Run 1, signal metal coverage by tile:
Scale bar: 20 um. The die is cut into 17 by 17 equal tiles; black is low, pale yellow is high, scaled to the fullest tile. Values are wire area over tile area, all layers added.
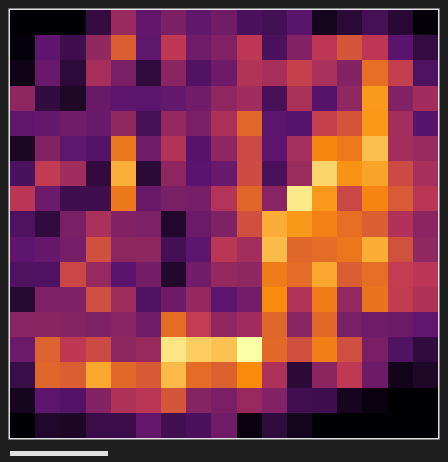
Run 1, routing congestion map:
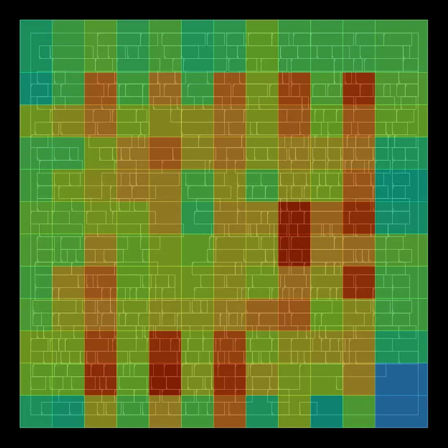
Run 1, signal wires on met1:
Scale bar: 20 um.
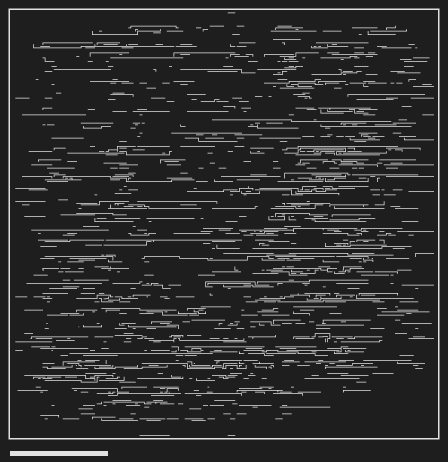
Run 1, local utilization:
Scale bar: 20 um. The die is cut into 9 by 9 equal tiles; black is low, pale yellow is high, 0 to 100% covered.
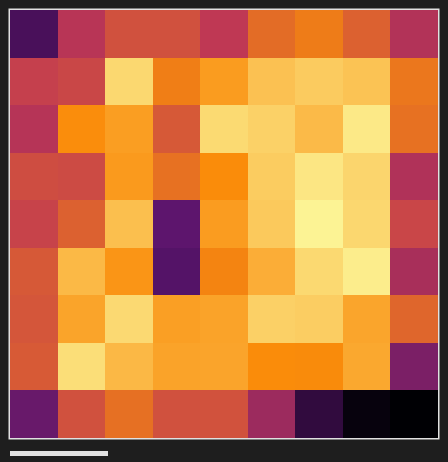
[config.mk]
export PLATFORM = sky130hd
export DESIGN_NAME = sprite_renderer
export DESIGN_NICKNAME = d
export VERILOG_FILES = /design/src/rtl/sprite_renderer.sv
export SDC_FILE = /design/constraint.sdc
export NUM_CORES = 1
export LEC_CHECK = 0
export CAP_MARGIN = 0
export CORE_MARGIN = 2
export CORE_UTILIZATION = 48
export CTS_BUF_LIST = sky130_fd_sc_hd__clkbuf_8 sky130_fd_sc_hd__clkbuf_16
export CTS_CLUSTER_SIZE = 24
export DETAILED_ROUTE_END_ITERATION = 12
export PLACE_DENSITY = 0.8
export SYNTH_ARGS = -nofsm -noshare
export SYNTH_HDL_FRONTEND = slang
export SYNTH_SLANG_ARGS = --single-unit
[constraint.sdc]
create_clock -name clk -period 2.1 [get_ports clk]
set_input_delay 0.315 -clock clk [delete_from_list [all_inputs] [get_ports clk]]
set_output_delay 0.315 -clock clk [all_outputs]
set_load 0.02 [all_outputs]
[src/rtl/sprite_renderer.sv]
// sprite_renderer: per-sprite hit test, ROM addressing, animation and output stage.
// The sprite position is double buffered: pending registers are written at any time,
// and the active copy changes only at frame_start, so the sprite never tears mid-frame.
// Optional feature macro: SPRITE_TRANSP_EN makes pixels whose colour equals TRANSP_KEY
// transparent. Without it, sprite_on is purely geometric.
module sprite_renderer #(
  parameter int          SPR_W       = 256,
  parameter int          SPR_H       = 256,
  parameter int          SCALE_LOG2  = 0,
  parameter int          FRAMES      = 4,
  parameter int          FRAME_TICKS = 8,
  parameter int          ROM_LAT     = 1,
  parameter logic [11:0] TRANSP_KEY  = 12'h000,
  localparam int         FW          = (FRAMES > 1) ? $clog2(FRAMES) : 1,
  localparam int         RW          = $clog2(SPR_H),
  localparam int         CW          = $clog2(SPR_W)
) (
  input  logic          clk,
  input  logic          reset,
  input  logic [10:0]   x,
  input  logic [9:0]    y,
  input  logic          video_on,
  input  logic          frame_start,
  input  logic [10:0]   pos_x_in,
  input  logic [9:0]    pos_y_in,
  input  logic          en_in,
  input  logic          pos_wr,
  output logic [FW-1:0] rom_frame,
  output logic [RW-1:0] rom_row,
  output logic [CW-1:0] rom_col,
  input  logic [11:0]   rom_data,
  output logic [11:0]   rgb_out,
  output logic          sprite_on,
  output logic [FW-1:0] anim_frame
);

  localparam int          TW     = (FRAME_TICKS > 1) ? $clog2(FRAME_TICKS) : 1;
  localparam logic [11:0] SPAN_X = 12'(SPR_W << SCALE_LOG2);
  localparam logic [10:0] SPAN_Y = 11'(SPR_H << SCALE_LOG2);
  localparam logic [TW-1:0] LAST_TICK = TW'(FRAME_TICKS - 1);

  typedef enum logic {IDLE, RUN} anim_state_t;

  logic [10:0]  pend_x;
  logic [9:0]   pend_y;
  logic         pend_en;
  logic [10:0]  ax;
  logic [9:0]   ay;
  logic         aen;

  logic [10:0]  next_x;
  logic [9:0]   next_y;
  logic         next_en;

  logic [11:0]  x_end;
  logic [10:0]  y_end;
  logic         hit;
  logic [10:0]  dx;
  logic [9:0]   dy;
  logic [10:0]  dx_s;
  logic [9:0]   dy_s;

  anim_state_t  state;
  logic [TW-1:0] tick;

  logic [ROM_LAT-1:0] hit_pipe;
  logic         hit_d;
  logic         visible;

  // Values the active registers take at frame_start; a same-cycle write bypasses pending.
  always_comb begin
    next_x  = pos_wr ? pos_x_in : pend_x;
    next_y  = pos_wr ? pos_y_in : pend_y;
    next_en = pos_wr ? en_in    : pend_en;
  end

  // Pending registers follow pos_wr; the active copy updates only at frame_start.
  always_ff @(posedge clk or posedge reset) begin
    if (reset) begin
      pend_x  <= '0;
      pend_y  <= '0;
      pend_en <= 1'b0;
      ax      <= '0;
      ay      <= '0;
      aen     <= 1'b0;
    end else begin
      if (pos_wr) begin
        pend_x  <= pos_x_in;
        pend_y  <= pos_y_in;
        pend_en <= en_in;
      end
      if (frame_start) begin
        ax  <= next_x;
        ay  <= next_y;
        aen <= next_en;
      end
    end
  end

  // Hit test with widened end coordinates so a sprite near the right/bottom edge clips instead of wrapping.
  always_comb begin
    x_end = {1'b0, ax} + SPAN_X;
    y_end = {1'b0, ay} + SPAN_Y;
    hit   = aen & video_on &
            (x >= ax) & ({1'b0, x} < x_end) &
            (y >= ay) & ({1'b0, y} < y_end);
  end

  // ROM address from the offset inside the sprite, divided down by the magnification.
  always_comb begin
    dx      = x - ax;
    dy      = y - ay;
    dx_s    = dx >> SCALE_LOG2;
    dy_s    = dy >> SCALE_LOG2;
    rom_col = dx_s[CW-1:0];
    rom_row = dy_s[RW-1:0];
  end

  assign rom_frame = anim_frame;

  // Animation FSM: state mirrors the active enable; it acts on the enable held before this frame_start.
  always_ff @(posedge clk or posedge reset) begin
    if (reset) begin
      state      <= IDLE;
      tick       <= '0;
      anim_frame <= '0;
    end else begin
      case (state)
        RUN: begin
          if (frame_start) begin
            if (tick == LAST_TICK) begin
              tick <= '0;
              if (FRAMES > 1)
                anim_frame <= anim_frame + 1'b1;
            end else begin
              tick <= tick + 1'b1;
            end
          end
        end
        default: begin
          tick       <= tick;
          anim_frame <= anim_frame;
        end
      endcase
      if (frame_start)
        state <= next_en ? RUN : IDLE;
    end
  end

  // Delay hit so it lines up with the ROM data for the same pixel.
  always_ff @(posedge clk or posedge reset) begin
    if (reset) begin
      hit_pipe <= '0;
    end else begin
      hit_pipe[0] <= hit;
      for (int i = 1; i < ROM_LAT; i++)
        hit_pipe[i] <= hit_pipe[i-1];
    end
  end

  assign hit_d = hit_pipe[ROM_LAT-1];

`ifdef SPRITE_TRANSP_EN
  assign visible = hit_d & (rom_data != TRANSP_KEY);
`else
  assign visible = hit_d;
`endif

  // Registered output stage towards the colour mux; colour is blanked wherever the sprite is not shown.
  always_ff @(posedge clk or posedge reset) begin
    if (reset) begin
      rgb_out   <= '0;
      sprite_on <= 1'b0;
    end else begin
      rgb_out   <= visible ? rom_data : 12'h000;
      sprite_on <= visible;
    end
  end

endmodule

==> results_dict.tcl, run 1 <==
# place-and-route summary
set metrics [dict create \
    fmax_ghz 0.399 \
    comb_area_mm2 0.00187 \
    adder_share_pct 12.5 \
    fp_nets 397 \
    wl_per_cell_um 15.6 \
    firstDrtPassIters 4 \
    grt_pass1_vias 2810 \
    avgViaCountPerCell 5.19 \
    avgSynthCellArea_um2 10.9 \
    pg_seq_mw 1.45 \
    p_clk_share_pct 22.3 \
    insertion_delay_ns 0.34 \
    totalWireLength_um 8480 \
    post-place-cells 515 \
    p_leak_nw 2.45 \
    combPwrFrac_pct 42.8 \
    top_logic_kind "adder cells" \
    status "finished with violations" \
    relSlewSlack_pct 77.1 \
    final-setup-viol-count 10 \
    rr_worst_depth 10 \
    edf_count 0 \
    setup_ws_ns -0.406 \
    cp-endpoint "rom_col[5]" \
    p_clk_mw 0.926 \
    switchingPower_mw 1.37 \
    area_delta_synth_final_pct 57.7 \
    final_max_slew_viol_count 0 \
    failed_checks "negative setup slack" \
    rows 30 \
]
Back to the opening pictures, 'signal metal coverage by tile':
nearly empty tiles: 4.5%
fullest tile: 0.45
densest ninth of the die: east
mean over tiles: 0.17
tiles over half the peak: 28%

Back to the opening pictures, 'routing congestion map':
met1 Resource Use GR: 28.5%
total track usage: 22.8%

Back to the opening pictures, 'signal wires on met1':
longest straight run: 29.0 um
main direction: horizontal

Back to the opening pictures, 'local utilization':
mean over tiles: 68%
fullest tile: 97%
nearly empty tiles: 1.2%
emptiest ninth of the die: south-east
tiles over 75% full: 47%

==> run 1: Yosys cell counts (all sizes together), types with 2 or more instances <==
library cell  instances
nand4                 4
nor3                  2
inv                  32
xnor2                12
nand2                25
nand2b                2
buf                   4
o31a                  2
fa                    2
nand3                 4
a221oi                2
mux2                 26
and2                 13
ha                   30
xor2                  2
dfrtp                63
clkbuf                6
nor2                  8
o21ai                26
o21a                  3
nor2b                 3
a21o                  6
a21oi                13
==> run 1: per-stage QoR <==
stage / cell area (um^2) / setup WS, ns
2_1_floorplan: 3320 / 0.000196
4_1_cts: 5090 / -0.436
3_5_place_dp: 4680 / -0.940
3_3_place_gp: 4680 / -0.902
6_report: 5230 / -0.406
5_1_grt: 5230 / -0.491
==> inputs of run 2 (changes only) <==
--- a/config.mk
+++ b/config.mk
@@ -12,6 +12,7 @@
 export CTS_CLUSTER_SIZE = 24
 export DETAILED_ROUTE_END_ITERATION = 12
 export PLACE_DENSITY = 0.8
+export SLEW_MARGIN = 20
 export SYNTH_ARGS = -nofsm -noshare
 export SYNTH_HDL_FRONTEND = slang
 export SYNTH_SLANG_ARGS = --single-unit
Run 2, local utilization:
Scale bar: 20 um. The die is cut into 9 by 9 equal tiles; black is low, pale yellow is high, 0 to 100% covered.
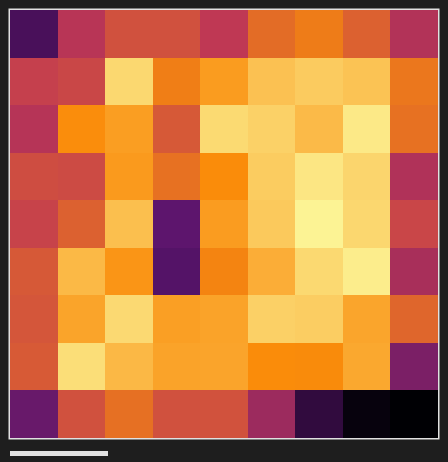
emptiest ninth of the die: south-east
tiles over 75% full: 47%
nearly empty tiles: 1.2%
floorplan utilization: 49.1%
core area: 0.00676 mm^2
fin util: 77.4%

==> run 2 against run 1 <==
The flow still finishes with violations (negative setup slack); global-route usage is the same; via count unchanged; clock-buffer cell count unchanged; hold slack unchanged; non-clock buffer count unchanged; sequential power is essentially flat; maximum frequency unchanged; final cell count unchanged; largest cell class unchanged; register-to-register slack about the same; sequential share of layout area did not move; wire length stayed put; critical path type unchanged; area after synthesis unchanged.
==> results_dict.tcl, run 2 <==
# place-and-route summary
set metrics [dict create \
    hold_class "input pin to async pin" \
    post-place-cells 515 \
    p_leak_nw 2.45 \
    rows 30 \
    final_max_slew_viol_count 0 \
    combPwrFrac_pct 42.8 \
    stdcell_area_mm2 0.00523 \
    avgViaCountPerCell 5.19 \
    firstDrtPassIters 4 \
    setup_ws_ns -0.406 \
    dpl_worst_slack_ns -0.940 \
    edf_count 0 \
    netlist_top_cells_count "dfrtp_1 (63), inv_1 (32), ha_1 (30)" \
    status "finished with violations" \
    failed_checks "negative setup slack" \
    grt_pass1_wl_um 13200 \
    grt.total_usage_pct 22.8 \
    cp-endpoint "rom_col[5]" \
    final-setup-viol-count 10 \
    pg_seq_mw 1.45 \
    avgSynthCellArea_um2 10.9 \
    yosys_warnings 0 \
    switchingPower_mw 1.37 \
    rr_worst_depth 10 \
    fp_nets 397 \
    insertion_delay_ns 0.34 \
    synth.most_common_cell "dfrtp_1" \
    totalWireLength_um 8480 \
    die_x_um 87.1 \
    fmax_ghz 0.399 \
    p_clk_mw 0.926 \
    postPlaceCellArea_mm2 0.00468 \
    area_delta_synth_final_pct 57.7 \
    relSlewSlack_pct 77.1 \
    grt_pass1_vias 2810 \
]
Run 2, routing congestion map:
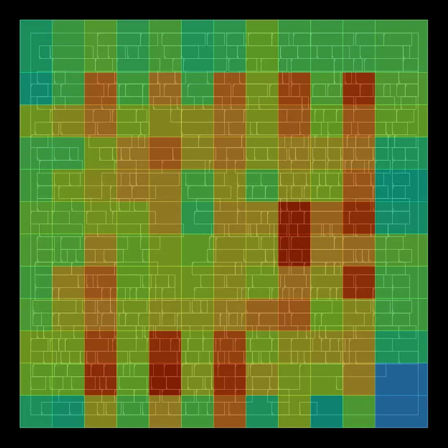
met3 GRT Util: 4.45%
routing usage on met2: 39.1%
grt peak-use layer: met2
routed len/inst: 15.6 um

==> run 2: cell counts after synthesis <==
Identical to the previous run, type by type.
==> run 2: kinds of logic after synthesis <==
kind of cell	share of synthesized area [%]
xor gates and xnor gates	3.70
and+or+nand+nor	10.5
buffers and inverters	5.06
muxes	8.83
adders and majority gates	12.5
DFF	47.5
AOI/OAI and AO/OA	11.9
==> run 2: layout make-up <==
cell class | count | area (um^2)
flip-flops and latches | 63 | 1580
well taps | 80 | 100
clock inverters | 5 | 23.8
multi-input cells | 200 | 1870
clock buffers | 11 | 151
repair buffers | 153 | 1380
fillers | 422 | 1530
inverters | 32 | 120
==> run 2: per-layer routing <==
layer	vias up	part of all wire (%)	track usage, %
li1	1353	-	-
met1	1374	42	28.5
met2	83	52	39.1
met3	14	4.0	4.45
met4	0	1.6	8.39
met5	-	0	0
Power and IR drop assume default switching activity.
